### config.mk
export PLATFORM = sky130hd
export DESIGN_NAME = call_stack_flat
export DESIGN_NICKNAME = d
export VERILOG_FILES = /design/src/rtl/call_stack_if.sv /design/src/rtl/call_stack.sv /design/src/flat_wrapper.sv
export SDC_FILE = /design/constraint.sdc
export NUM_CORES = 1
export LEC_CHECK = 0
export CORE_UTILIZATION = 45
export CTS_BUF_LIST = sky130_fd_sc_hd__clkbuf_4
export CTS_CLUSTER_SIZE = 10
export DETAILED_ROUTE_END_ITERATION = 16
export PLACE_DENSITY = 0.69
export SLEW_MARGIN = 20
export SYNTH_ARGS = -nofsm -noshare
export SYNTH_HDL_FRONTEND = slang
export SYNTH_SLANG_ARGS = --single-unit
### constraint.sdc
create_clock -name clk -period 2.5 [get_ports clk]
set_clock_uncertainty 0.2 [all_clocks]
set_input_delay 0.5 -clock clk [delete_from_list [all_inputs] [get_ports clk]]
set_output_delay 0.5 -clock clk [all_outputs]
set_load 0.005 [all_outputs]
### src/rtl/call_stack_if.sv
// Decoder/pc-side bundle for the return-address stack: request strobes in,
// registered load/address and status out.
interface call_stack_if #(
   parameter int unsigned WIDTH = 8,
   parameter int unsigned DEPTH = 4
);
   localparam int unsigned CW = $clog2(DEPTH + 1);

   logic             call;
   logic             ret;
   logic [WIDTH-1:0] crnt_adr;
   logic [WIDTH-1:0] tgt_adr;
   logic             clr_err;
   logic             load;
   logic [WIDTH-1:0] nxt_adr;
   logic             empty;
   logic             full;
   logic [CW-1:0]    count;
   logic [2:0]       err;

   modport master (
      output call, ret, crnt_adr, tgt_adr, clr_err,
      input  load, nxt_adr, empty, full, count, err
   );

   modport slave (
      input  call, ret, crnt_adr, tgt_adr, clr_err,
      output load, nxt_adr, empty, full, count, err
   );
endinterface

### src/rtl/call_stack.sv
// Hardware return-address stack: a call pushes crnt_adr+1 and redirects the pc,
// a return pops the saved address back into it. All outputs are registered.
module call_stack #(
   parameter int unsigned WIDTH = 8,
   parameter int unsigned DEPTH = 4
) (
   input logic          clk,
   input logic          reset,
   call_stack_if.slave  bus
);
   localparam int unsigned CW = $clog2(DEPTH + 1);

   logic [WIDTH-1:0] stack_q [DEPTH];
   logic [CW-1:0]    count_q, count_d;
   logic             load_q, load_d;
   logic [WIDTH-1:0] nxt_adr_q, nxt_adr_d;
   logic [2:0]       err_q, err_d;
   logic             empty_q, empty_d;
   logic             full_q, full_d;
   logic             push;
   logic [WIDTH-1:0] push_adr;
   logic [WIDTH-1:0] pop_adr;

   always_comb begin
      count_d   = count_q;
      load_d    = 1'b0;
      nxt_adr_d = nxt_adr_q;
      err_d     = err_q;
      push      = 1'b0;
      push_adr  = bus.crnt_adr + 1'b1;
      pop_adr   = '0;
      // Entry count_q-1 is the top of stack; a loop avoids a mis-sized array index.
      for (int unsigned i = 0; i < DEPTH; i++) begin
         if (count_q == CW'(i + 1)) pop_adr = stack_q[i];
      end

      if (bus.call && bus.ret) begin
         err_d[2] = 1'b1;
      end else if (bus.call) begin
         if (!full_q) begin
            push      = 1'b1;
            count_d   = count_q + 1'b1;
            load_d    = 1'b1;
            nxt_adr_d = bus.tgt_adr;
         end else begin
            err_d[0] = 1'b1;
         end
      end else if (bus.ret) begin
         if (!empty_q) begin
            count_d   = count_q - 1'b1;
            load_d    = 1'b1;
            nxt_adr_d = pop_adr;
         end else begin
            err_d[1] = 1'b1;
         end
      end

      if (bus.clr_err) err_d = '0;

      empty_d = (count_d == '0);
      full_d  = (count_d == CW'(DEPTH));
   end

   always_ff @(posedge clk or negedge reset) begin
      if (!reset) begin
         count_q   <= '0;
         load_q    <= 1'b0;
         nxt_adr_q <= '0;
         err_q     <= '0;
         empty_q   <= 1'b1;
         full_q    <= 1'b0;
      end else begin
         count_q   <= count_d;
         load_q    <= load_d;
         nxt_adr_q <= nxt_adr_d;
         err_q     <= err_d;
         empty_q   <= empty_d;
         full_q    <= full_d;
      end
   end

   // Entry contents need no reset; only count decides what is valid.
   always_ff @(posedge clk) begin
      for (int unsigned i = 0; i < DEPTH; i++) begin
         if (push && count_q == CW'(i)) stack_q[i] <= push_adr;
      end
   end

   assign bus.load    = load_q;
   assign bus.nxt_adr = nxt_adr_q;
   assign bus.count   = count_q;
   assign bus.err     = err_q;
   assign bus.empty   = empty_q;
   assign bus.full    = full_q;
endmodule

### src/flat_wrapper.sv
// flat-port wrapper written by rule: the top's interface ports become plain ports
module call_stack_flat 
#(
   parameter int unsigned WIDTH = 8,
   parameter int unsigned DEPTH = 4
)
  (clk, reset, bus_call, bus_ret, bus_crnt_adr, bus_tgt_adr, bus_clr_err, bus_load, bus_nxt_adr, bus_empty, bus_full, bus_count, bus_err);
  call_stack_if #(.WIDTH(WIDTH), .DEPTH(DEPTH)) bus_i ();
  input logic clk;
  input logic reset;
  input wire logic [$bits(bus_i.call)-1:0] bus_call;
  input wire logic [$bits(bus_i.ret)-1:0] bus_ret;
  input wire logic [$bits(bus_i.crnt_adr)-1:0] bus_crnt_adr;
  input wire logic [$bits(bus_i.tgt_adr)-1:0] bus_tgt_adr;
  input wire logic [$bits(bus_i.clr_err)-1:0] bus_clr_err;
  output wire logic [$bits(bus_i.load)-1:0] bus_load;
  output wire logic [$bits(bus_i.nxt_adr)-1:0] bus_nxt_adr;
  output wire logic [$bits(bus_i.empty)-1:0] bus_empty;
  output wire logic [$bits(bus_i.full)-1:0] bus_full;
  output wire logic [$bits(bus_i.count)-1:0] bus_count;
  output wire logic [$bits(bus_i.err)-1:0] bus_err;
  assign bus_i.call = bus_call;
  assign bus_i.ret = bus_ret;
  assign bus_i.crnt_adr = bus_crnt_adr;
  assign bus_i.tgt_adr = bus_tgt_adr;
  assign bus_i.clr_err = bus_clr_err;
  assign bus_load = bus_i.load;
  assign bus_nxt_adr = bus_i.nxt_adr;
  assign bus_empty = bus_i.empty;
  assign bus_full = bus_i.full;
  assign bus_count = bus_i.count;
  assign bus_err = bus_i.err;
  call_stack #(.WIDTH(WIDTH), .DEPTH(DEPTH)) u_core (.clk(clk), .reset(reset), .bus(bus_i));
endmodule
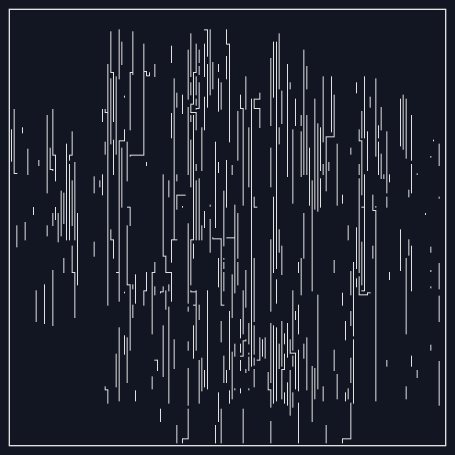
Run 1: M2 wires
Scale: 6 px per um.
longest straight run	44.5 um
wire length on this layer	2020 um
nets with wire on the layer	195
main direction	vertical
share of all routed wire	47%
Total Routed Length: 4.33 mm
routing usage on met2: 0.291
Vias: 1514

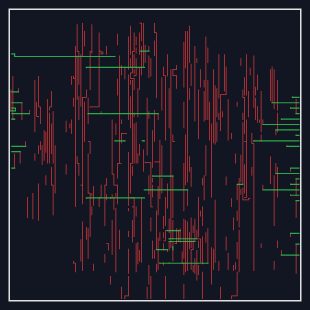
Run 1: wiring by layer
Scale: 4 px per um. Only two layers are drawn.
color	layer	wire length
green	metal 3	220 um
red	metal 2	2020 um

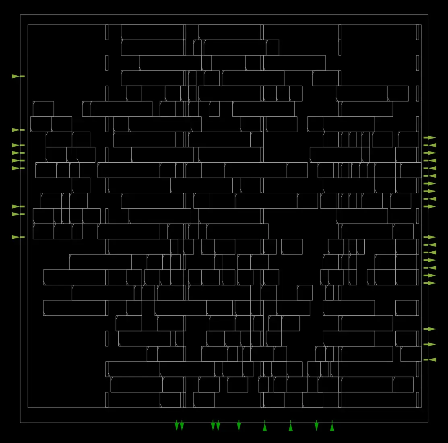
Run 1: cell placement
Core ar.: 4750 sq um
flop count: 49
post-layout util: 0.577
site row count: 25

==> out/results.ini, run 1 <==
[outcome]
status=finished, final reports clean

[power_and_ir_drop]
clk-power_uw=365
netSwitchingFraction=0.325
p_seq_uw=1120
power_frac_seq=0.464
power_frac_clock=0.152
switching_power_uw=783
p_comb_uw=924
powerDensity_nw_per_um2=877
peakVddDrop_mv=0.386

[finish]
bufAreaShareNonClock=0.149
lay_top_count=clkdlybuf4s50_1
comb_area_sq_um=777
seq_area_frac=0.506
final_cell_mix=clkdlybuf4s50_1, edfxtp_1, nand2_1
antenna_cells=0
largest_cell_class=sequential cells
postLayoutCellArea_sq_um=2740
largest_reg_flops=32
nets=249
logic_gate_count=116
clockBufferCount=7
fillers=402
nNonClkInverters=7
buffers=42
largest_register=u_core.stack_q
final_cells=289

[setup_path]
regToRegEndpoint=u_core.bus.nxt_adr[7]$_DFFE_PN0P_
regToRegSetupSlack_ns=0.26
crit_family=AND-OR/OR-AND gates
start_kind=flop
ff2ff_path_depth=6
critPathMaxFanout=17
crit_path_top_delay_cell=dfrtp_1
startpoint=u_core.bus.count[0]$_DFF_PN0_
worstPathRequired_ns=2.53
reg2reg_from=u_core.bus.count[0]$_DFF_PN0_
cp_num_buf_inv=1
crit_path_end=u_core.bus.nxt_adr[7]$_DFFE_PN0P_

[global_routing]
met1_usage=0.251
grt_pass1_wl_mm=7.14
grt_util_met3=0.0472
grt-ovfl-total=0
antenna_found_initial=0
grt_max_degree=18

[detailed_routing]
ant_nets=0
drc=0
drt_first_iter_violations=64
top_layer=met4
route.met3.wl_um=219

[clock_tree]
cts_tree=built
cts_made_buffers=5
ctsResizeCount=0
hold_buffers=0
cts_buffer_depth=2
cts_root_buffer=clkbuf_4
cts_sinks=49
h-tree-depth=2

[floorplanning]
dieArea_sq_um=5250
initial_core_util=0.470
chipWidth_um=72.5
ioPinCount=38
die_height_um=72.5

[timing]
fin_tns_setup_ns=0
tightestPinTransition_ns=0.747
holdWs_ns=0.292
hold_viol=0
fin_ws_ns=0.259
timing.final.crit_share=0.896
setup_viol=0
drv_slew=0
relSlewSlack=0.500

[yosys]
common_cells=edfxtp_1, nand2_1, dfrtp_1
fa_ha_area_frac=0.0392
simple_gate_share=0.158
topCellsByArea=edfxtp_1, dfrtp_1, ha_1
ff_type=edfxtp_1
xor_area_frac=0.0347
most_common_cell=edfxtp_1
syn_area_sq_um=2240
ys_top_logic_family=simple AND/OR/NAND/NOR gates
largest_area_cell=edfxtp_1
enable_flop_cells=32
ys_ff=49
top_cell_area_share=0.430
ys_sh_mux=0
synth_nets=209
avgSynthCellArea_sq_um=12.4

[place]
pre_cts_ws_ns=0.0988
dpl_cell_area_sq_um=2670
place_congestion=0.812

[min_path]
hold_class=reg -> reg
holdPathEnd=u_core.bus.nxt_adr[1]$_DFFE_PN0P_

[job]
warning_count=30
drv_cap=0

## Run 2: what changed since run 1
HOLD_SLACK_MARGIN = 0.05   (was default)
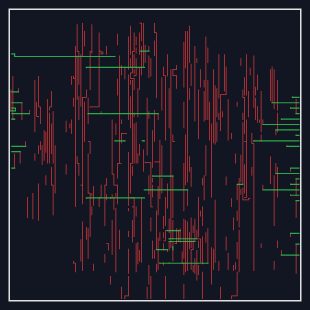
Run 2: wiring by layer
Scale: 4 px per um. Only two layers are drawn.
color	layer	wire length
red	metal 2	2020 um
green	metal 3	220 um

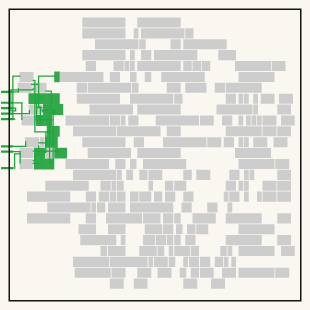
Run 2: nets reached from selected ports
Scale: 4 px per um.
color	port	bits	direction	end cells	buffers	wire
green	bus_crnt_adr	8	input	14	8	166 um
I/O pins: 38
number of port buffers: 37

==> run 2 against run 1 <==
First-iteration DRC count unchanged. Non-clock buffer count stayed put. Via count is the same. Design area stayed put. Combinational power about the same. Power did not move.
==> out/results.ini, run 2 <==
[outcome]
status=finished, final reports clean

[clock_tree]
ctsResizeCount=0  ; unchanged
hold_buffers=0  ; unchanged
cts_sinks=49  ; unchanged
h-tree-depth=2  ; unchanged
cts_made_buffers=5  ; unchanged
cts_root_buffer=clkbuf_4
cts_tree=built
cts_buffer_depth=2  ; unchanged

[yosys]
avgSynthCellArea_sq_um=12.4  ; unchanged
ff_type=edfxtp_1
synthArstFlopShare=0.347
ys_top_logic_family=simple AND/OR/NAND/NOR gates
ys_ff=49  ; unchanged
xor_area_frac=0.0347  ; unchanged
synth_nets=209  ; unchanged
simple_gate_share=0.158  ; unchanged
largest_area_cell=edfxtp_1
ys_sh_mux=0  ; unchanged
syn_area_sq_um=2240  ; unchanged
topCellsByArea=edfxtp_1, dfrtp_1, ha_1
most_common_cell=edfxtp_1
top_cell_area_share=0.430  ; unchanged
enable_flop_cells=32  ; unchanged
ys_warn_count=0
common_cells=edfxtp_1, nand2_1, dfrtp_1
fa_ha_area_frac=0.0392  ; unchanged
ys_sh_aoi=0.111

[min_path]
holdPathEnd=u_core.bus.nxt_adr[1]$_DFFE_PN0P_
hold_class=reg -> reg

[setup_path]
reg2reg_from=u_core.bus.count[0]$_DFF_PN0_
crit_path_end=u_core.bus.nxt_adr[7]$_DFFE_PN0P_
cp_num_buf_inv=1  ; unchanged
regToRegSetupSlack_ns=0.26  ; about the same
crit_path_top_delay_cell=dfrtp_1
critPathMaxFanout=17  ; unchanged
crit_family=AND-OR/OR-AND gates
regToRegEndpoint=u_core.bus.nxt_adr[7]$_DFFE_PN0P_
start_kind=flop
startpoint=u_core.bus.count[0]$_DFF_PN0_
critPathArrivalTime_ns=2.28
critPathKind=reg -> reg
ff2ff_path_depth=6  ; unchanged
end_kind=flop
worstPathRequired_ns=2.53  ; about the same

[finish]
nets=249  ; unchanged
bufAreaShareNonClock=0.149  ; unchanged
nNonClkInverters=7  ; unchanged
final_cell_mix=clkdlybuf4s50_1, edfxtp_1, nand2_1
largest_reg_flops=32  ; unchanged
comb_area_sq_um=777  ; unchanged
fillers=402  ; unchanged
clockBufferCount=7  ; unchanged
largest_cell_class=sequential cells
largest_register=u_core.stack_q
final_core_util=0.577  ; unchanged
antenna_cells=0  ; unchanged
ff_count=49  ; unchanged
postLayoutCellArea_sq_um=2740  ; unchanged
lay_top_count=clkdlybuf4s50_1
buffers=42  ; unchanged
logic_gate_count=116  ; unchanged
seq_area_frac=0.506  ; unchanged
final_cells=289  ; unchanged
layout-area-overhead-vs-synth_pct=22.7

[timing]
tightestPinTransition_ns=0.747  ; unchanged
drv_slew=0  ; unchanged
relSlewSlack=0.500  ; unchanged
hold_viol=0  ; unchanged
holdWs_ns=0.292  ; unchanged
fin_tns_setup_ns=0  ; unchanged
fin_ws_ns=0.259  ; unchanged
finalCriticalPeriod_ns=2.24
timing.final.crit_share=0.896  ; unchanged
setup_viol=0  ; unchanged

[floorplanning]
core_area_sq_um=4750  ; unchanged
num_rows=25  ; unchanged
initial_core_util=0.470  ; unchanged
dieArea_sq_um=5250  ; unchanged

[place]
dp_hpwl_mm=3.29
pre_cts_ws_ns=0.0988  ; unchanged
place_congestion=0.812  ; unchanged
dpl_cell_area_sq_um=2670  ; unchanged

[global_routing]
met1_usage=0.251  ; unchanged
grt_max_degree=18  ; unchanged
top_usage_layer=met2
grt_util_met3=0.0472  ; unchanged
grtUsageMet2=0.291  ; unchanged
antenna_found_initial=0  ; unchanged
grt_pass1_wl_mm=7.14  ; unchanged
grt-ovfl-total=0  ; unchanged
grt_pass1_vias=1475

[job]
drv_cap=0  ; unchanged
warning_count=30  ; unchanged

[detailed_routing]
route.met3.wl_um=219  ; unchanged
drt_first_iter_violations=64  ; unchanged
viasPerCell=5.24
drc=0  ; unchanged
vias=1514  ; unchanged
top_layer=met4
routed_wirelength_mm=4.33  ; unchanged
ant_nets=0  ; unchanged

[power_and_ir_drop]
clk-power_uw=365  ; about the same
power_frac_seq=0.464  ; about the same
powerDensity_nw_per_um2=877  ; unchanged
peakVddDrop_mv=0.386  ; unchanged
power_uw=2410
p_seq_uw=1120  ; about the same
p_comb_uw=924  ; about the same
netSwitchingFraction=0.325  ; unchanged
switching_power_uw=783  ; unchanged
power_frac_clock=0.152  ; about the same

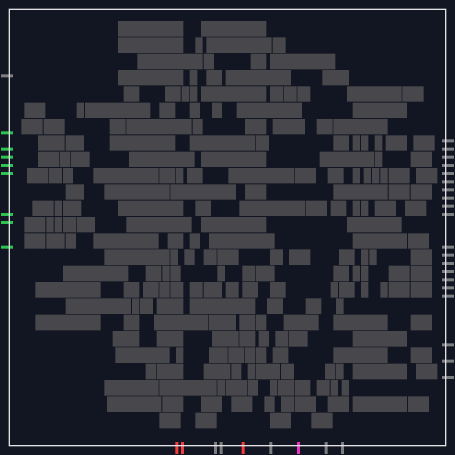
Run 2: pin map
Scale: 6 px per um. Pins as bars across the die edge, other pins in gray.
color	port	pins	direction	edge
red	bus_count	3	output	south
green	bus_crnt_adr	8	input	west
magenta	bus_ret	1	input	south
chip width: 72.5 um
Die Span Y: 72.5 um

Power and IR drop assume default switching activity.
